**Run 1: the metal 2 layer**

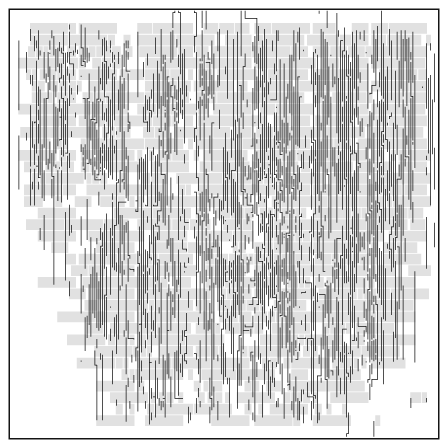
**Run 1: wiring by layer**

Only two layers are drawn.
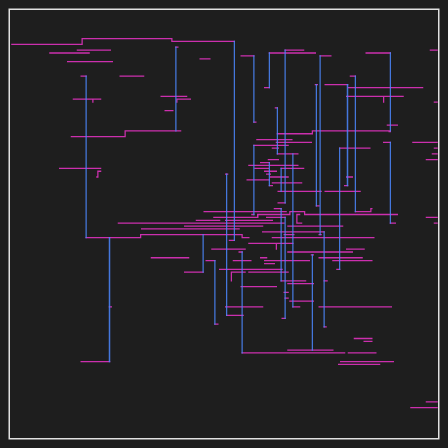
**Run 1: metal 4**

Bar = 20 microns.
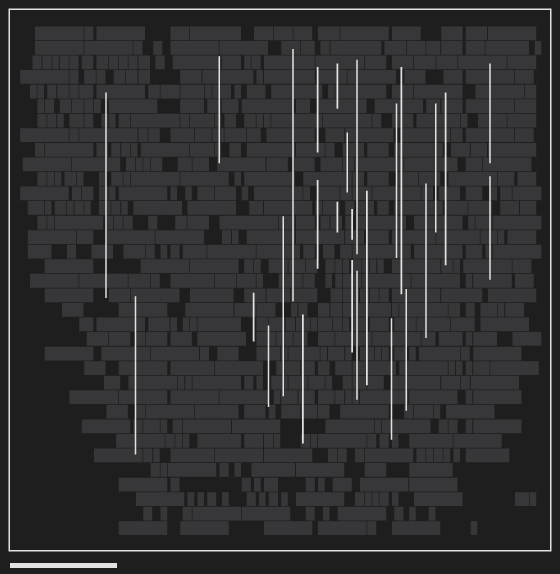
<file path="config.mk">
export PLATFORM = sky130hd
export DESIGN_NAME = key_scan_seq
export DESIGN_NICKNAME = d
export VERILOG_FILES = /design/src/rtl/key_scan_seq.sv
export SDC_FILE = /design/constraint.sdc
export NUM_CORES = 1
export LEC_CHECK = 0
export ABC_AREA = 0
export CAP_MARGIN = 40
export CORE_MARGIN = 1.5
export CORE_UTILIZATION = 66
export CTS_CLUSTER_SIZE = 10
export DETAILED_ROUTE_END_ITERATION = 7
export PLACE_DENSITY = 0.85
export SYNTH_ARGS = -nofsm -noshare
export SYNTH_HDL_FRONTEND = slang
export SYNTH_SLANG_ARGS = --single-unit
</file>
<file path="constraint.sdc">
create_clock -name clk_i -period 5.97 [get_ports clk_i]
set_input_delay 0.8955 -clock clk_i [delete_from_list [all_inputs] [get_ports clk_i]]
set_output_delay 0.8955 -clock clk_i [all_outputs]
set_load 0.1 [all_outputs]
</file>
<file path="src/rtl/key_scan_seq.sv">
// rtl/key_scan_seq.sv - keypad matrix scan sequencer with per-key debounce and event FIFO
// One row is driven low at a time; columns are synchronised, debounced per key, and changes queued.
module key_scan_seq #(
   parameter int ROWS       = 2,
   parameter int COLS       = 4,
   parameter int SCAN_DIV   = 50000,
   parameter int DEB_CNT    = 16,
   parameter int FIFO_DEPTH = 4
) (
   input  logic            clk_i,
   input  logic            rst_i,
   input  logic            en_i,
   input  logic [COLS-1:0] col_i,
   output logic [ROWS-1:0] row_o,
   output logic [7:0]      evt_o,
   output logic            evt_vld_o,
   input  logic            pop_i,
   output logic            int_o,
   output logic            ovf_o,
   input  logic            ovf_clr_i,
   output logic            busy_o
);
   localparam int KEYS = ROWS * COLS;
   localparam int RW   = (ROWS > 1) ? $clog2(ROWS) : 1;
   localparam int CW   = (COLS > 1) ? $clog2(COLS) : 1;
   localparam int KW   = (KEYS > 1) ? $clog2(KEYS) : 1;
   localparam int DW   = $clog2(SCAN_DIV);
   localparam int AW   = $clog2(FIFO_DEPTH);
   localparam logic [DW-1:0] DIV_LAST = DW'(SCAN_DIV - 1);
   localparam logic [8:0]    DEB_C    = DEB_CNT[8:0];
   localparam logic [AW:0]   FULL_CNT = FIFO_DEPTH[AW:0];

   typedef enum logic [1:0] {IDLE, DRIVE, SAMPLE, NEXT} state_t;

   state_t          state;
   logic [RW-1:0]   r;
   logic [CW-1:0]   c;
   logic [DW-1:0]   div_cnt;
   logic [COLS-1:0] col_meta;
   logic [COLS-1:0] col_sync;
   logic [7:0]      deb [KEYS];
   logic [KEYS-1:0] stable;
   logic [7:0]      mem [FIFO_DEPTH];
   logic [AW-1:0]   wr_ptr;
   logic [AW-1:0]   rd_ptr;
   logic [AW:0]     count;

   logic [KW-1:0]   key;
   logic [RW-1:0]   r_nxt;
   logic            raw;
   logic            fire;
   logic            full;
   logic            do_pop;
   logic            do_push;
   logic [7:0]      evt_new;

   always_comb begin
      key     = KW'(32'(r) * COLS + 32'(c));
      r_nxt   = (r == RW'(ROWS - 1)) ? '0 : r + 1'b1;
      raw     = ~col_sync[c];
      // a key commits on the sample that would make its run length reach DEB_CNT
      fire    = (state == SAMPLE) && (raw != stable[key]) &&
                (({1'b0, deb[key]} + 9'd1) == DEB_C);
      evt_new = {raw, 1'b0, 6'(key)};
      full    = (count == FULL_CNT);
      do_pop  = pop_i && (count != '0);
      do_push = fire && (!full || do_pop);
   end

   always_ff @(posedge clk_i or negedge rst_i) begin
      if (!rst_i) begin
         col_meta <= '1;
         col_sync <= '1;
         state    <= IDLE;
         r        <= '0;
         c        <= '0;
         div_cnt  <= '0;
         row_o    <= '1;
         stable   <= '0;
         for (int i = 0; i < KEYS; i++) deb[i] <= '0;
      end else begin
         col_meta <= col_i;
         col_sync <= col_meta;
         case (state)
            IDLE: begin
               if (en_i) begin
                  state   <= DRIVE;
                  r       <= '0;
                  div_cnt <= '0;
                  row_o   <= ~ROWS'(1);
               end
            end
            DRIVE: begin
               if (div_cnt == DIV_LAST) begin
                  state   <= SAMPLE;
                  c       <= '0;
                  div_cnt <= '0;
               end else begin
                  div_cnt <= div_cnt + 1'b1;
               end
            end
            SAMPLE: begin
               if (raw == stable[key]) begin
                  deb[key] <= '0;
               end else if (fire) begin
                  stable[key] <= raw;
                  deb[key]    <= '0;
               end else begin
                  deb[key] <= deb[key] + 8'd1;
               end
               if (c == CW'(COLS - 1)) begin
                  state <= NEXT;
                  row_o <= '1;
               end else begin
                  c <= c + 1'b1;
               end
            end
            NEXT: begin
               r <= r_nxt;
               if (en_i) begin
                  state   <= DRIVE;
                  div_cnt <= '0;
                  row_o   <= ~(ROWS'(1) << r_nxt);
               end else begin
                  state <= IDLE;
               end
            end
            default: state <= IDLE;
         endcase
      end
   end

   always_ff @(posedge clk_i or negedge rst_i) begin
      if (!rst_i) begin
         wr_ptr <= '0;
         rd_ptr <= '0;
         count  <= '0;
         ovf_o  <= 1'b0;
         busy_o <= 1'b0;
         for (int i = 0; i < FIFO_DEPTH; i++) mem[i] <= '0;
      end else begin
         if (do_push) begin
            mem[wr_ptr] <= evt_new;
            wr_ptr      <= wr_ptr + 1'b1;
         end
         if (do_pop) rd_ptr <= rd_ptr + 1'b1;
         case ({do_push, do_pop})
            2'b10:   count <= count + 1'b1;
            2'b01:   count <= count - 1'b1;
            default: count <= count;
         endcase
         if (fire && full && !do_pop) ovf_o <= 1'b1;
         else if (ovf_clr_i)          ovf_o <= 1'b0;
         busy_o <= |stable;
      end
   end

   assign evt_o     = mem[rd_ptr];
   assign evt_vld_o = (count != '0);
   assign int_o     = evt_vld_o;
endmodule

</file>
==> impl_metrics.ini, run 1 <==
; physical design summary
[finish]
comb_cells = 395
lay_top_count = dfrtp_1
seq_area_sq_um = 3220
buffers_excl_clock = 36
regMostFlops = deb
clkCellAreaFrac_pct = 8.20
logic_area_sq_um = 2900

[timing]
min_period_ns = 4.21
rsz0062_at_grt = false
max_freq_mhz = 237
finalWorstSetupSlack_ns = 1.76
setup_viol = 0
slew-limit-headroom_pct = 44.7
tightest_slew_ns = 0.830

[synthesis]
synth.most_common_cell = dfrtp_1
topCellsByArea = dfrtp_1 (47%), mux2_2 (6.4%), o21ai_0 (6.3%), mux4_2 (6.0%), nand2_1 (5.0%)
enable_flop_cells = 0
synth_flops = 128
aoi_share_pct = 10.5
ys_chip_area_sq_um = 6330
synth_warnings = 0
syn_inst = 569
ys_seq_share_pct = 50.8
mux_area_share_pct = 16.7

[worst_hold_path]
hold_path_class = reg2reg
min_from = col_meta[3]$_DFF_PN1_
whs_path_depth = 0

[cts]
post_cts_buffers = 0
ctsHoldBuffers = 0
cts_tree = done
clk_path_buf_depth = 2
clock-root-buffer = clkbuf_8
cts_sinks = 128

[power]
seq-power_mw = 1.07
clkPwrFrac_pct = 34.3
leakagePower_nw = 3.33
powerComb_mw = 0.964
intPower_mw = 1.98
power_mw = 3.09
comb_power_share_pct = 31.2

[worst_setup_path]
path_max_fanout = 36
r2r-end = count[2]$_DFFE_PN0P_
path_delay_family = buffers and inverters
cpPeakStageDelay_ns = 0.43
reg2reg_from = r$_DFFE_PN0P_
cp-endpoint = count[2]$_DFFE_PN0P_
crit_start = r$_DFFE_PN0P_
critPathKind = reg2reg
start_kind = flop

[floorplan]
die_w_microns = 101
dieHeight_microns = 101
pin_count = 23
core_sq_um = 9280

[flow_run]
drv_cap = 0
warnings = 34

[route]
firstDrtPassIters = 5
avgViaCountPerCell = 6.36
ant_nets = 0
routedWlPerCell_microns = 20.4
wl_met1_microns = 5920
top_layer_used = met4

[grt]
grt_pass1_vias = 4899
grt_usage_pct = 33.0
grt_pass1_wl_microns = 25200

[outcome]
status = completed

[placed_design]
place_hpwl_microns = 9320
About 'the metal 2 layer':
wire length on this layer = 7470 microns
nets with wire on the layer = 541
main direction = vertical

About 'wiring by layer':
magenta -> M3  # wire length 910 microns
blue -> M4  # wire length 627 microns

About 'metal 4':
nets with wire on the layer = 21
share of all routed wire = 4.2%
wire length on this layer = 627 microns
longest straight run = 46.9 microns
main direction = vertical

**Run 1: cells by drive strength**

Bar = 20 microns.
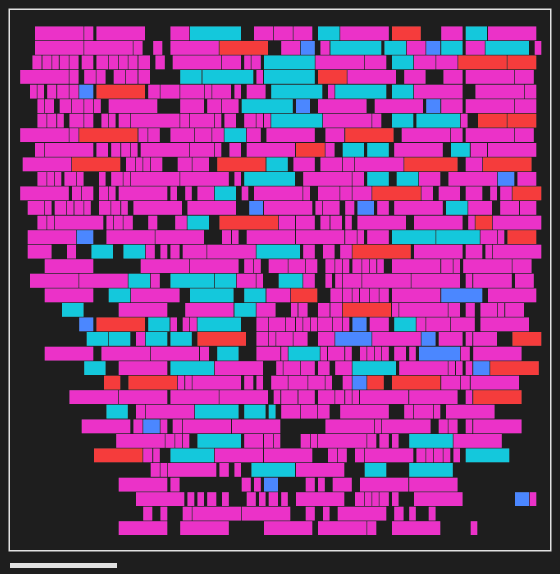

## Run 2: what changed since run 1
--- a/config.mk
+++ b/config.mk
@@ -8,10 +8,10 @@
 export ABC_AREA = 0
 export CAP_MARGIN = 40
 export CORE_MARGIN = 1.5
-export CORE_UTILIZATION = 66
+export CORE_UTILIZATION = 61
 export CTS_CLUSTER_SIZE = 10
 export DETAILED_ROUTE_END_ITERATION = 7
-export PLACE_DENSITY = 0.85
+export PLACE_DENSITY = 0.8
 export SYNTH_ARGS = -nofsm -noshare
 export SYNTH_HDL_FRONTEND = slang
 export SYNTH_SLANG_ARGS = --single-unit
==> constraint.sdc (replaced) <==
create_clock -name clk_i -period 4.39 [get_ports clk_i]
set_input_delay 0.6585 -clock clk_i [delete_from_list [all_inputs] [get_ports clk_i]]
set_output_delay 0.6585 -clock clk_i [all_outputs]
set_load 0.1 [all_outputs]
**Run 2: cells by drive strength**

Bar = 20 microns.
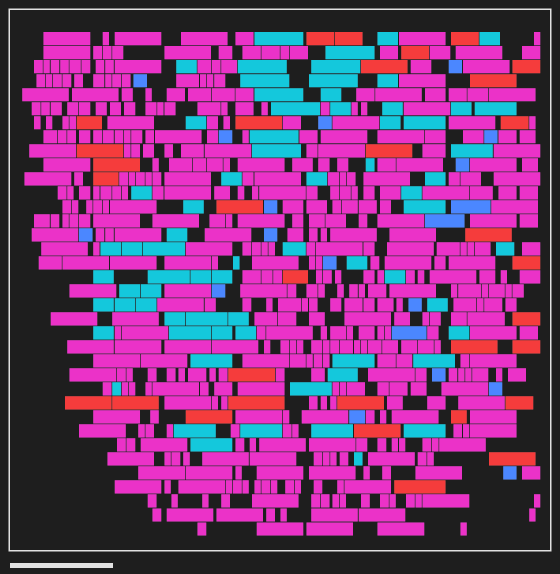
cyan -> x2  # cells 70, share 11%, most used mux2_2
blue -> x3 and x4  # cells 19, share 3.1%, most used buf_4
red -> x6 and larger  # cells 32, share 5.3%, most used clkbuf_16
magenta -> x1 and smaller  # cells 488, share 80%, most used dfrtp_1

**Run 2: wiring by layer**

Only two layers are drawn.
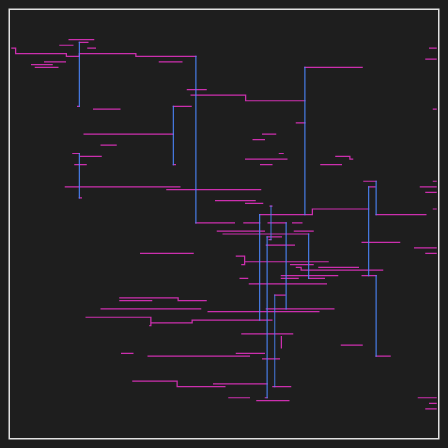
blue -> M4  # wire length 295 microns
magenta -> M3  # wire length 811 microns

==> run 2 against run 1 <==
  * Via count decreased by 2.2%
  * Critical path depth fell by 1
  * Worst hold slack worse by 0.0026 ns
  * Synthesized area unchanged
  * Combinational power grew 35%
  * Final area hardly changed
  * Core utilization shrank 5.0 points
==> impl_metrics.ini, run 2 <==
; physical design summary
[worst_setup_path]
slowest_stage = dfrtp_1
path_max_fanout = 17
crit_start = c[1]$_DFFE_PN0P_
cp-endpoint = count[2]$_DFFE_PN0P_
start_kind = flop
reg2reg_from = c[1]$_DFFE_PN0P_
r2r-end = count[2]$_DFFE_PN0P_
rrSetupSlack_ns = 0.39
cpPeakStageDelay_ns = 0.69
critPathKind = reg2reg
path_delay_family = AND-OR/OR-AND gates

[timing]
rsz0062_at_grt = false
fin_crit_sh_pct = 91.1
drv_slew = 0
finalWorstSetupSlack_ns = 0.391
min_period_ns = 4.00
max_freq_mhz = 250
tightest_slew_ns = 0.677
setup_viol = 0
slew-limit-headroom_pct = 54.7
finalSetupTns_ns = 0

[cts]
clk_path_buf_depth = 2
insertion_delay_ns = 0.53
cts_sinks = 128
cts_tree = done
htree_levels = 4
post_cts_buffers = 0
clock-root-buffer = clkbuf_8
ctsHoldBuffers = 1
clk_pin_slew_worst_paths_ns = 0.06

[grt]
grt_pass1_wl_microns = 23800
grt_pass1_vias = 4851
grtUsageMet3_pct = 7.55
grt_usage_pct = 27.8

[synthesis]
syn_inst = 569
ys_chip_area_sq_um = 6330
synth.most_common_cell = dfrtp_1
topCellsByArea = dfrtp_1 (47%), mux2_2 (6.4%), o21ai_0 (6.3%), mux4_2 (6.0%), nand2_1 (5.0%)
mux_area_share_pct = 16.7
aoi_share_pct = 10.5
ys_sh_xor_pct = 2.08
common_cells = dfrtp_1 (118), nand2_1 (85), o21ai_0 (80)
ys_seq_share_pct = 50.8
synth_flops = 128
enable_flop_cells = 0
synth_warnings = 0
synth_area_sq_um = 6330

[finish]
comb_cells = 395
antenna_cells = 0
logic_area_sq_um = 2900
seq_area_sq_um = 3220
clkCellAreaFrac_pct = 7.41
seq_cells = 128
buffers_excl_clock = 41
finalCoreUtilization_pct = 73.8
lay_top_count = dfrtp_1
regMostFlops = deb

[floorplan]
die_w_microns = 105
dieHeight_microns = 105
pin_count = 23
core_sq_um = 9910

[power]
leakagePower_nw = 3.33
swShare_pct = 35.3
clkPwrFrac_pct = 31.7
powerComb_mw = 1.30
seq-power_mw = 1.45
switchingPower_mw = 1.42
pg_clk_mw = 1.28
comb_power_share_pct = 32.3
intPower_mw = 2.61
power_mw = 4.03

[placed_design]
place_hpwl_microns = 9100
port-buffer-count = 18

[worst_hold_path]
whs_path_depth = 0
min_from = col_meta[2]$_DFF_PN1_
hold_path_end = col_sync[2]$_DFF_PN1_
hold_path_class = reg2reg

[route]
firstDrtPassIters = 5
drc = 0
wl_met1_microns = 5700
avgViaCountPerCell = 6.14
routedWlPerCell_microns = 18.8
top_layer_used = met4
ant_nets = 0

[outcome]
status = completed

[flow_run]
warnings = 34
drv_cap = 0
**Run 2: the metal 2 layer**

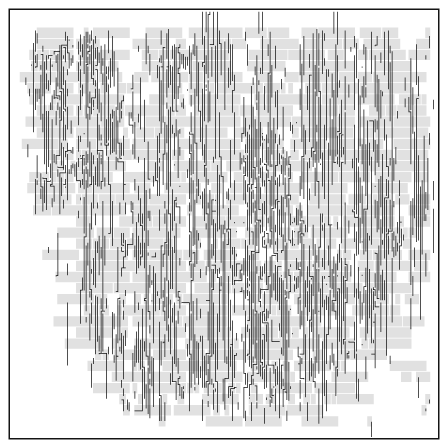

## Run 3: what changed since run 2
--- a/config.mk
+++ b/config.mk
@@ -7,7 +7,7 @@
 export LEC_CHECK = 0
 export ABC_AREA = 0
 export CAP_MARGIN = 40
-export CORE_MARGIN = 1.5
+export CORE_ASPECT_RATIO = 0.6
 export CORE_UTILIZATION = 61
 export CTS_CLUSTER_SIZE = 10
 export DETAILED_ROUTE_END_ITERATION = 7
**Run 3: the metal 2 layer**

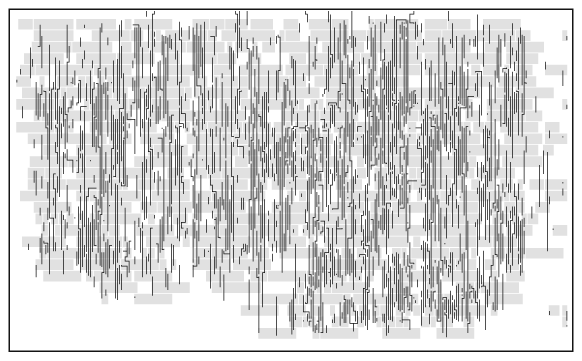
nets with wire on the layer = 536
wire length on this layer = 6750 microns
main direction = vertical
share of all routed wire = 45%
longest straight run = 40.5 microns

**Run 3: wiring by layer**

Only two layers are drawn.
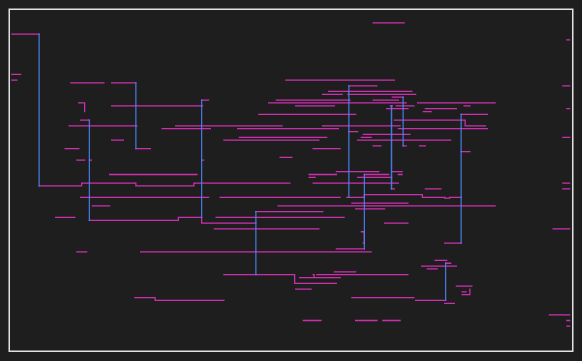
blue -> M4  # wire length 233 microns
magenta -> M3  # wire length 1180 microns

==> run 3 against run 2 <==
  * Critical path type unchanged
  * Critical path depth shrank 1
  * Total power grew 6.3%
  * Largest power group is now the clock network
  * Clock skew grew 0.0036 ns
  * Non-clock buffer count shrank 3
  * Highest routed layer unchanged
  * Largest cell class unchanged
==> impl_metrics.ini, run 3 <==
; physical design summary
[grt]
grt_pass1_wl_microns = 24200
grt_usage_pct = 30.3
grt_max_degree = 49
grt_pass1_vias = 4558
grtUsageMet3_pct = 7.74

[power]
ir_drop_v = 0.000558
power-top-group = the clock network
power_mw = 4.29
leakagePower_nw = 3.35
swShare_pct = 35.2
comb_power_share_pct = 30.2
pg_clk_mw = 1.51
p_per_area_nw_per_um2 = 582
switchingPower_mw = 1.51
intPower_mw = 2.78
clkPwrFrac_pct = 35.3
powerComb_mw = 1.29
seq-power_mw = 1.48

[worst_setup_path]
cp-endpoint = count[2]$_DFFE_PN0P_
reg2reg_from = r$_DFFE_PN0P_
rrSetupSlack_ns = 0.20
cpPeakStageDelay_ns = 0.73
r2r-end = count[2]$_DFFE_PN0P_
path_max_fanout = 12
path_delay_family = flip-flops
cp_common_cell = xor2_1
slowest_stage = dfrtp_1
start_kind = flop
critPathKind = reg2reg
crit_start = r$_DFFE_PN0P_

[cts]
clock-root-buffer = clkbuf_16
ctsHoldBuffers = 0
htree_levels = 4
clk_path_buf_depth = 2
cts_tree = done
clk_pin_slew_worst_paths_ns = 0.06
insertion_delay_ns = 0.42
cts_sinks = 128
post_cts_buffers = 0

[timing]
finalSetupTns_ns = 0
finalWorstSetupSlack_ns = 0.200
setup_viol = 0
min_period_ns = 4.19
clock_skew_ns = 0.00925
rsz0062_at_grt = false
fin_crit_sh_pct = 95.4
tightest_slew_ns = 0.723
drv_slew = 0
slew-limit-headroom_pct = 51.7
max_freq_mhz = 239

[finish]
logic_area_sq_um = 2900
seq_area_sq_um = 3220
regMostFlops = deb
buffers_excl_clock = 38
finalCoreUtilization_pct = 73.8
largest_reg_flops = 64
lay_top_count = dfrtp_1
reg.largest.list = deb x64, div_cnt x16, mem x16
clkCellAreaFrac_pct = 8.61
clockBufferCount = 17
seq_cells = 128
comb_cells = 395
antenna_cells = 0

[route]
routedWlPerCell_microns = 20.2
avgViaCountPerCell = 6.35
wl_met1_microns = 6780
top_layer_used = met4
firstDrtPassIters = 4
ant_nets = 0
drc = 0

[outcome]
status = completed

[placed_design]
port-buffer-count = 18
dp.cells = 709
place_hpwl_microns = 9880
place.gp.congestion = 0.877

[synthesis]
ys_chip_area_sq_um = 6330
ys_sh_xor_pct = 2.08
synth.most_common_cell = dfrtp_1
synth_area_sq_um = 6330
aoi_share_pct = 10.5
synth_flops = 128
common_cells = dfrtp_1 (118), nand2_1 (85), o21ai_0 (80)
ys_seq_share_pct = 50.8
synth_warnings = 0
enable_flop_cells = 0
topCellsByArea = dfrtp_1 (47%), mux2_2 (6.4%), o21ai_0 (6.3%), mux4_2 (6.0%), nand2_1 (5.0%)
syn_inst = 569
mux_area_share_pct = 16.7

[flow_run]
warnings = 34
drv_cap = 0

[floorplan]
dieHeight_microns = 80.9
core_sq_um = 9980
die_w_microns = 133
pin_count = 23

[worst_hold_path]
hold_path_class = in2async
Power and IR drop assume default switching activity.
